### config.mk
export PLATFORM = sky130hd
export DESIGN_NAME = instr_queue
export DESIGN_NICKNAME = d
export VERILOG_FILES = /design/src/rtl/tron_isa_pkg.sv /design/src/rtl/instr_queue_mem.sv /design/src/rtl/instr_queue.sv
export SDC_FILE = /design/constraint.sdc
export NUM_CORES = 1
export LEC_CHECK = 0
export CORE_ASPECT_RATIO = 1.1
export CORE_UTILIZATION = 46
export CTS_CLUSTER_SIZE = 28
export DETAILED_ROUTE_END_ITERATION = 8
export GPL_TIMING_DRIVEN = 1
export PLACE_DENSITY = 0.86
export SETUP_SLACK_MARGIN = 0.02
export SYNTH_ARGS = -nofsm -noshare
export SYNTH_HDL_FRONTEND = slang
export SYNTH_HIERARCHICAL = 1
export SYNTH_SLANG_ARGS = --single-unit
### constraint.sdc
create_clock -name clk -period 3.2 [get_ports clk]
set_input_delay 0.8 -clock clk [delete_from_list [all_inputs] [get_ports clk]]
set_output_delay 0.8 -clock clk [all_outputs]
set_load 0.02 [all_outputs]
### src/rtl/tron_isa_pkg.sv
//------------------------------------------------------------------------------
// Module : tron_isa_pkg
// Shared ISA definitions: instruction field positions and opcode encodings.
// Rev    : 1.0
//------------------------------------------------------------------------------
`default_nettype none

package tron_isa_pkg;

  localparam int OPC_HI   = 15;
  localparam int OPC_LO   = 12;
  localparam int RDEST_HI = 11;
  localparam int RDEST_LO = 8;
  localparam int EXT_HI   = 7;
  localparam int EXT_LO   = 4;
  localparam int RSRC_HI  = 3;
  localparam int RSRC_LO  = 0;
  localparam int IMM8_HI  = 7;
  localparam int IMM8_LO  = 0;

  typedef enum logic [3:0] {
    OP_RTYPE = 4'h0,
    OP_ANDI  = 4'h1,
    OP_ORI   = 4'h2,
    OP_XORI  = 4'h3,
    OP_MEM   = 4'h4,
    OP_ADDI  = 4'h5,
    OP_SUBI  = 4'h9,
    OP_CMPI  = 4'hB,
    OP_BCOND = 4'hC,
    OP_MOVI  = 4'hD,
    OP_LUI   = 4'hF
  } opcode_e;

endpackage

`default_nettype wire

### src/rtl/instr_queue_mem.sv
//------------------------------------------------------------------------------
// Module : instr_queue_mem
// DEPTH x WIDTH register file: synchronous write, combinational read, no reset.
// Rev    : 1.0
//------------------------------------------------------------------------------
`default_nettype none

module instr_queue_mem #(
  parameter int WIDTH  = 16,
  parameter int DEPTH  = 4,
  parameter int ADDR_W = 2
) (
  input  logic              clk,
  input  logic              we,
  input  logic [ADDR_W-1:0] waddr,
  input  logic [WIDTH-1:0]  wdata,
  input  logic [ADDR_W-1:0] raddr,
  output logic [WIDTH-1:0]  rdata
);

  logic [WIDTH-1:0] mem [DEPTH];

  always_ff @(posedge clk) begin
    if (we) begin
      mem[waddr] <= wdata;
    end
  end

  assign rdata = mem[raddr];

endmodule

`default_nettype wire

### src/rtl/instr_queue.sv
//------------------------------------------------------------------------------
// Module : instr_queue
// DEPTH-entry instruction queue between MDR and decode, with flush and decoded
// head fields.
// Rev    : 1.0
//------------------------------------------------------------------------------
`default_nettype none

module instr_queue
  import tron_isa_pkg::*;
#(
  parameter int WIDTH  = 16,
  parameter int DEPTH  = 4,
  parameter int ADDR_W = 2
) (
  input  logic              clk,
  input  logic              reset,
  input  logic              flush,
  input  logic              in_valid,
  output logic              in_ready,
  input  logic [WIDTH-1:0]  MDR_data,
  output logic              out_valid,
  input  logic              out_ready,
  output logic [WIDTH-1:0]  IR_out,
  output logic [3:0]        opcode,
  output logic [3:0]        rdest,
  output logic [3:0]        op_ext,
  output logic [3:0]        rsrc,
  output logic [7:0]        imm8,
  output logic [ADDR_W:0]   count
);

  logic [ADDR_W:0]  wr_ptr;
  logic [ADDR_W:0]  rd_ptr;
  logic [ADDR_W:0]  occupancy;
  logic             full;
  logic             empty;
  logic             push;
  logic             pop;
  logic             mem_we;
  logic [WIDTH-1:0] head_word;

  // Extra pointer MSB separates full (addresses equal, laps differ) from empty.
  assign empty = (wr_ptr == rd_ptr);
  assign full  = (wr_ptr[ADDR_W-1:0] == rd_ptr[ADDR_W-1:0]) &&
                 (wr_ptr[ADDR_W] != rd_ptr[ADDR_W]);

  assign in_ready  = !full;
  assign out_valid = !empty;
  assign push      = in_valid && in_ready;
  assign pop       = out_valid && out_ready;

  // A push coinciding with flush or reset is dropped, so it must not touch storage.
  assign mem_we = push && !flush && !reset;

  always_ff @(posedge clk) begin
    if (reset || flush) begin
      wr_ptr    <= '0;
      rd_ptr    <= '0;
      occupancy <= '0;
    end else begin
      if (push) begin
        wr_ptr <= wr_ptr + 1'b1;
      end
      if (pop) begin
        rd_ptr <= rd_ptr + 1'b1;
      end
      if (push && !pop) begin
        occupancy <= occupancy + 1'b1;
      end else if (pop && !push) begin
        occupancy <= occupancy - 1'b1;
      end
    end
  end

  instr_queue_mem #(
    .WIDTH  (WIDTH),
    .DEPTH  (DEPTH),
    .ADDR_W (ADDR_W)
  ) u_mem (
    .clk   (clk),
    .we    (mem_we),
    .waddr (wr_ptr[ADDR_W-1:0]),
    .wdata (MDR_data),
    .raddr (rd_ptr[ADDR_W-1:0]),
    .rdata (head_word)
  );

  assign IR_out = out_valid ? head_word : '0;
  assign count  = occupancy;

  assign opcode = IR_out[OPC_HI:OPC_LO];
  assign rdest  = IR_out[RDEST_HI:RDEST_LO];
  assign op_ext = IR_out[EXT_HI:EXT_LO];
  assign rsrc   = IR_out[RSRC_HI:RSRC_LO];
  assign imm8   = IR_out[IMM8_HI:IMM8_LO];

endmodule

`default_nettype wire

run_1/m1.png
Scale bar: 20 um. Supply wires on this layer in grey.
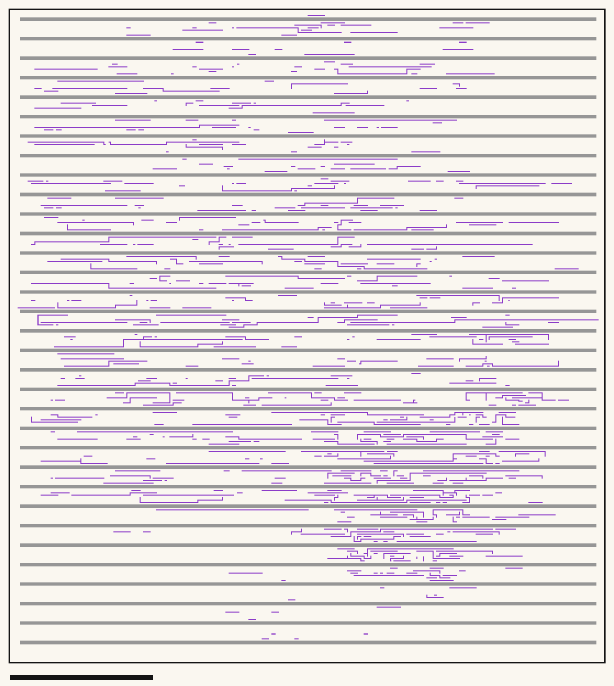
wire length on this layer = 2540 um
share of all routed wire = 42%
main direction = horizontal

run_1/m2.png
Cells faint in the background.
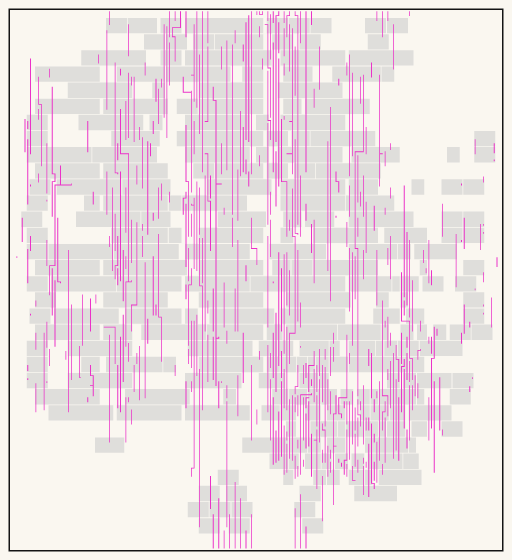
longest straight run = 48.1 um
nets with wire on the layer = 255
wire length on this layer = 3170 um

run_1/m3.png
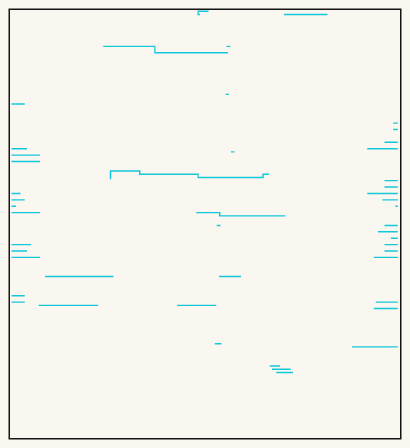
share of all routed wire = 4.1%
wire length on this layer = 252 um
main direction = horizontal
nets with wire on the layer = 41
longest straight run = 15.4 um

run_1/m4.png
Scale bar: 20 um. Supply wires on this layer in grey.
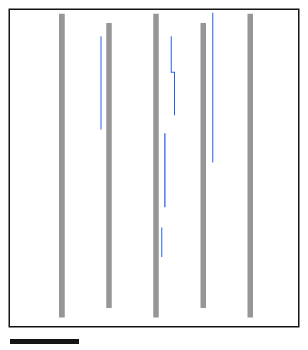
wire length on this layer = 122 um
main direction = vertical
longest straight run = 42.8 um

==> results_dict.tcl, run 1 <==
# flow metrics
set metrics [dict create \
    hold_buffers 0 \
    mux_area_frac 0.118 \
    sh_seq_area 0.512 \
    power_leader "sequential cells" \
    p_seq_frac 0.535 \
    cts_resized 4 \
    top_cell "edfxtp_1" \
    nMultiInputCombCells 98 \
    grt_pass1_vias 1839 \
    fp.coreArea_sq_mm 0.00701 \
    r2r-end "count[2]$_SDFFE_PP0P_" \
    hold_end "count[2]$_SDFFE_PP0P_" \
    wl_met3_um 251 \
    warnings 26 \
    status "finished, final reports clean" \
    clk_latency_ns 0.36 \
    swShare 0.260 \
    busiest_layer "met2" \
    hold_viol_final 0 \
    cp_slowest_cell "clkdlybuf4s50_1" \
    crit_buf_inv 2 \
    area_growth_pct 24.2 \
    reg2reg_slack_ns 0.57 \
    tns_ns 0 \
    comb_share 0.241 \
    ff_type "edfxtp_1" \
    overflow 0 \
    synth_area_per_cell_sq_um 16.3 \
    flop_area_sq_mm 0.00211 \
    die_height_um 91.0 \
    clk_pin_slew_worst_paths_ns 0.09 \
    worstHoldStart "count[2]$_SDFFE_PP0P_" \
    ys_seq_share 0.634 \
    adder_share 0.0174 \
    tritoncts "done" \
    worstPathCellList "buf_12, mux4_1, and2_1, clkdlybuf4s50_1" \
    rsz0062_at_grt "false" \
    place_hpwl_mm 3.83 \
    synth_nets 228 \
    yosysCellCount 203 \
    largest_class "registers" \
    postRouteAntennaNets 0 \
    antennaDiodeCount 0 \
    clock-sinks 73 \
    numCtsBuffers 9 \
    top_level_ports 66 \
    combinationalPower_mw 0.235 \
    cp-start-kind "flop" \
    powerSeq_mw 1.06 \
]
run_1/congestion_map.png
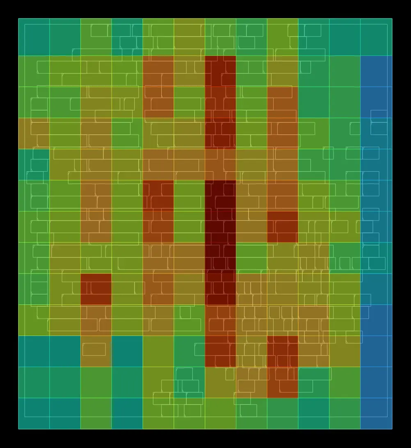

## Run 2: what changed since run 1
--- a/config.mk
+++ b/config.mk
@@ -6,11 +6,11 @@
 export NUM_CORES = 1
 export LEC_CHECK = 0
 export CORE_ASPECT_RATIO = 1.1
-export CORE_UTILIZATION = 46
+export CORE_UTILIZATION = 51
 export CTS_CLUSTER_SIZE = 28
 export DETAILED_ROUTE_END_ITERATION = 8
 export GPL_TIMING_DRIVEN = 1
-export PLACE_DENSITY = 0.86
+export PLACE_DENSITY = 0.9
 export SETUP_SLACK_MARGIN = 0.02
 export SYNTH_ARGS = -nofsm -noshare
 export SYNTH_HDL_FRONTEND = slang
==> constraint.sdc (replaced) <==
create_clock -name clk -period 3.5 [get_ports clk]
set_input_delay 0.875 -clock clk [delete_from_list [all_inputs] [get_ports clk]]
set_output_delay 0.875 -clock clk [all_outputs]
set_load 0.02 [all_outputs]
run_2/congestion_map.png
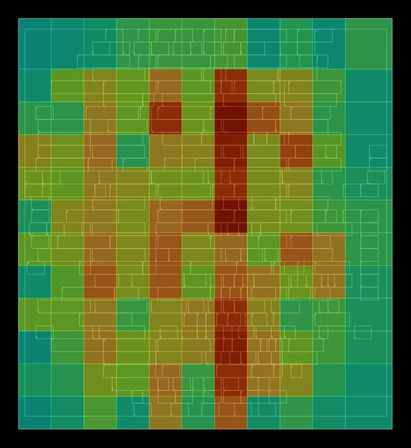
Wirelength per Cell: 16.9 um
GR Util met2: 0.292

==> run 2 against run 1 <==
Against the previous run:
- combinational power down 9.4%
- critical endpoint is now op_ext[1]
- via count down 0.16%
- non-clock buffer count down 1
- synthesized area unchanged
- clock power down about 20%
- critical path type unchanged
==> results_dict.tcl, run 2 <==
# flow metrics
set metrics [dict create \
    power_leader "sequential cells" \
    powerSeq_mw 0.966 \
    die_height_um 86.6 \
    area_growth_pct 22.7 \
    mux_area_frac 0.118 \
    swShare 0.236 \
    sh_seq_area 0.517 \
    grt_pass1_vias 1741 \
    adder_share 0.0174 \
    ff_type "edfxtp_1" \
    clock-sinks 73 \
    postRouteAntennaNets 0 \
    comb_share 0.244 \
    cts_resized 1 \
    rsz0062_at_grt "false" \
    cp_slowest_cell "dfxtp_1" \
    place_hpwl_mm 3.85 \
    top_level_ports 66 \
    r2r-end "count[2]$_SDFFE_PP0P_" \
    cp-start-kind "flop" \
    yosysCellCount 203 \
    reg2reg_slack_ns 0.81 \
    clk_pin_slew_worst_paths_ns 0.07 \
    combinationalPower_mw 0.213 \
    worstHoldStart "count[2]$_SDFFE_PP0P_" \
    numCtsBuffers 9 \
    tritoncts "done" \
    busiest_layer "met2" \
    wl_met3_um 213 \
    worstPathCellList "buf_4, mux4_2, and2_1, clkdlybuf4s50_1" \
    tns_ns 0 \
    synth_nets 228 \
    antennaDiodeCount 0 \
    status "finished, final reports clean" \
    largest_class "registers" \
]
run_2/m4.png
Scale bar: 20 um. Supply wires on this layer in grey.
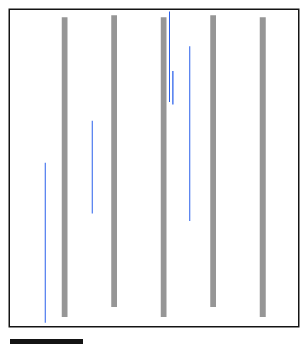
share of all routed wire = 2.6%
wire length on this layer = 150 um
nets with wire on the layer = 4
main direction = vertical

run_2/m2.png
Cells faint in the background.
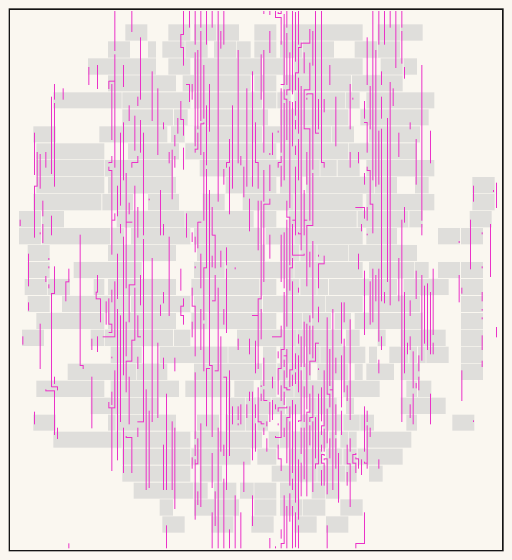

## Run 3: what changed since run 2
--- a/config.mk
+++ b/config.mk
@@ -11,7 +11,7 @@
 export DETAILED_ROUTE_END_ITERATION = 8
 export GPL_TIMING_DRIVEN = 1
 export PLACE_DENSITY = 0.9
-export SETUP_SLACK_MARGIN = 0.02
+export SETUP_SLACK_MARGIN = 0.05
 export SYNTH_ARGS = -nofsm -noshare
 export SYNTH_HDL_FRONTEND = slang
 export SYNTH_HIERARCHICAL = 1
run_3/m2.png
Cells faint in the background.
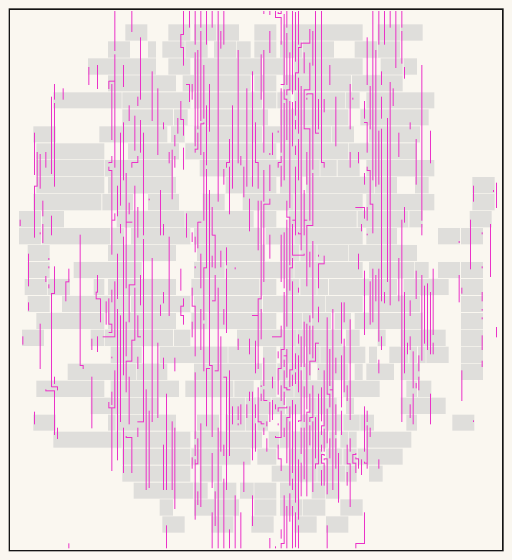
wire length on this layer = 2960 um
longest straight run = 35.7 um

==> run 3 against run 2 <==
Against the previous run:
- critical path depth is the same
- combinational power is essentially flat
- register-to-register slack gained 0.07 ns
- die area is the same
- power is essentially flat
- cell area is essentially flat
- utilization is essentially flat
- worst hold slack is the same
- synthesized cell count is the same
- non-clock buffer count is the same
- worst setup slack gained 0.14 ns
- critical path type unchanged
==> results_dict.tcl, run 3 <==
# flow metrics
set metrics [dict create \
    cts_resized 1 \
    die_height_um 86.6 \
    sh_seq_area 0.517 \
    ff_type "edfxtp_1" \
    ir_worst_vdd_uv 320 \
    r2r-end "count[2]$_SDFFE_PP0P_" \
    wl_met3_um 213 \
    reg2reg_slack_ns 0.88 \
    num-fill-cells 445 \
    worstPathMaxFanout 10 \
    cp-start-kind "flop" \
    postRouteAntennaNets 0 \
    clk_pin_slew_worst_paths_ns 0.07 \
    num_rows 30 \
    place_hpwl_mm 3.85 \
    comb_share 0.244 \
    tritoncts "done" \
    top_cell "edfxtp_1" \
    antennaDiodeCount 0 \
    wl_met1_mm 2.44 \
    top_level_ports 66 \
    hp-class "flop to flop" \
    rsz0062_at_grt "false" \
    mi_logic_area_sq_um 992 \
    grt_use_met2 0.292 \
    cp_slowest_cell "clkdlybuf4s50_1" \
    adder_share 0.0174 \
    synth-async-reset-ratio 0 \
    combinationalPower_mw 0.213 \
    yosysCellCount 203 \
    crit_buf_inv 2 \
    busiest_layer "met2" \
    clock-sinks 73 \
    dp_worst_setup_slack_ns 0.290 \
    firstDrtPassIters 4 \
    status "finished, final reports clean" \
    tns_ns 0 \
    power_leader "sequential cells" \
    drive_gt1_frac 0.146 \
    worst_clock_skew_ns 0.00697 \
    overflow 0 \
    numCtsBuffers 9 \
    worstPathCellList "buf_4, mux4_2, and2_1, clkdlybuf4s50_1" \
    grt_pass1_vias 1741 \
    worstHoldStart "count[2]$_SDFFE_PP0P_" \
    swShare 0.236 \
    powerSeq_mw 0.966 \
    area_growth_pct 22.7 \
]
run_3/m1.png
Scale bar: 20 um. Supply wires on this layer in grey.
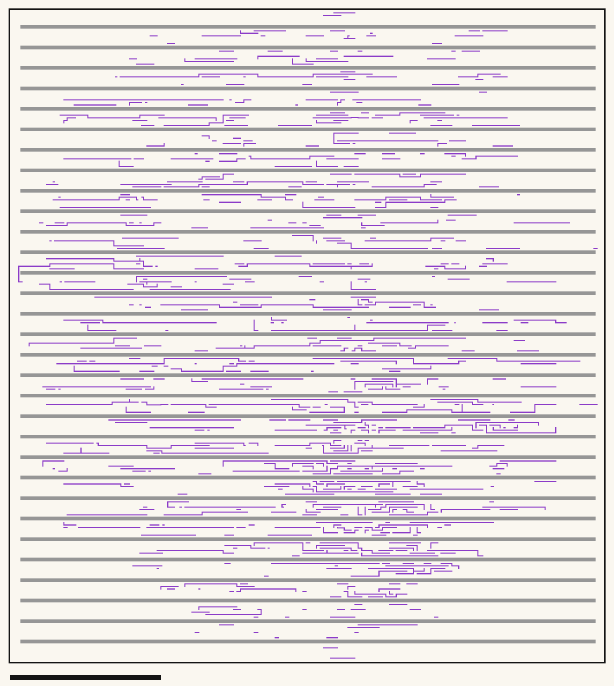
longest straight run = 23.5 um
wire length on this layer = 2440 um
share of all routed wire = 42%
nets with wire on the layer = 244
main direction = horizontal

Power figures rest on the tool's default switching activity, not on a simulated workload.
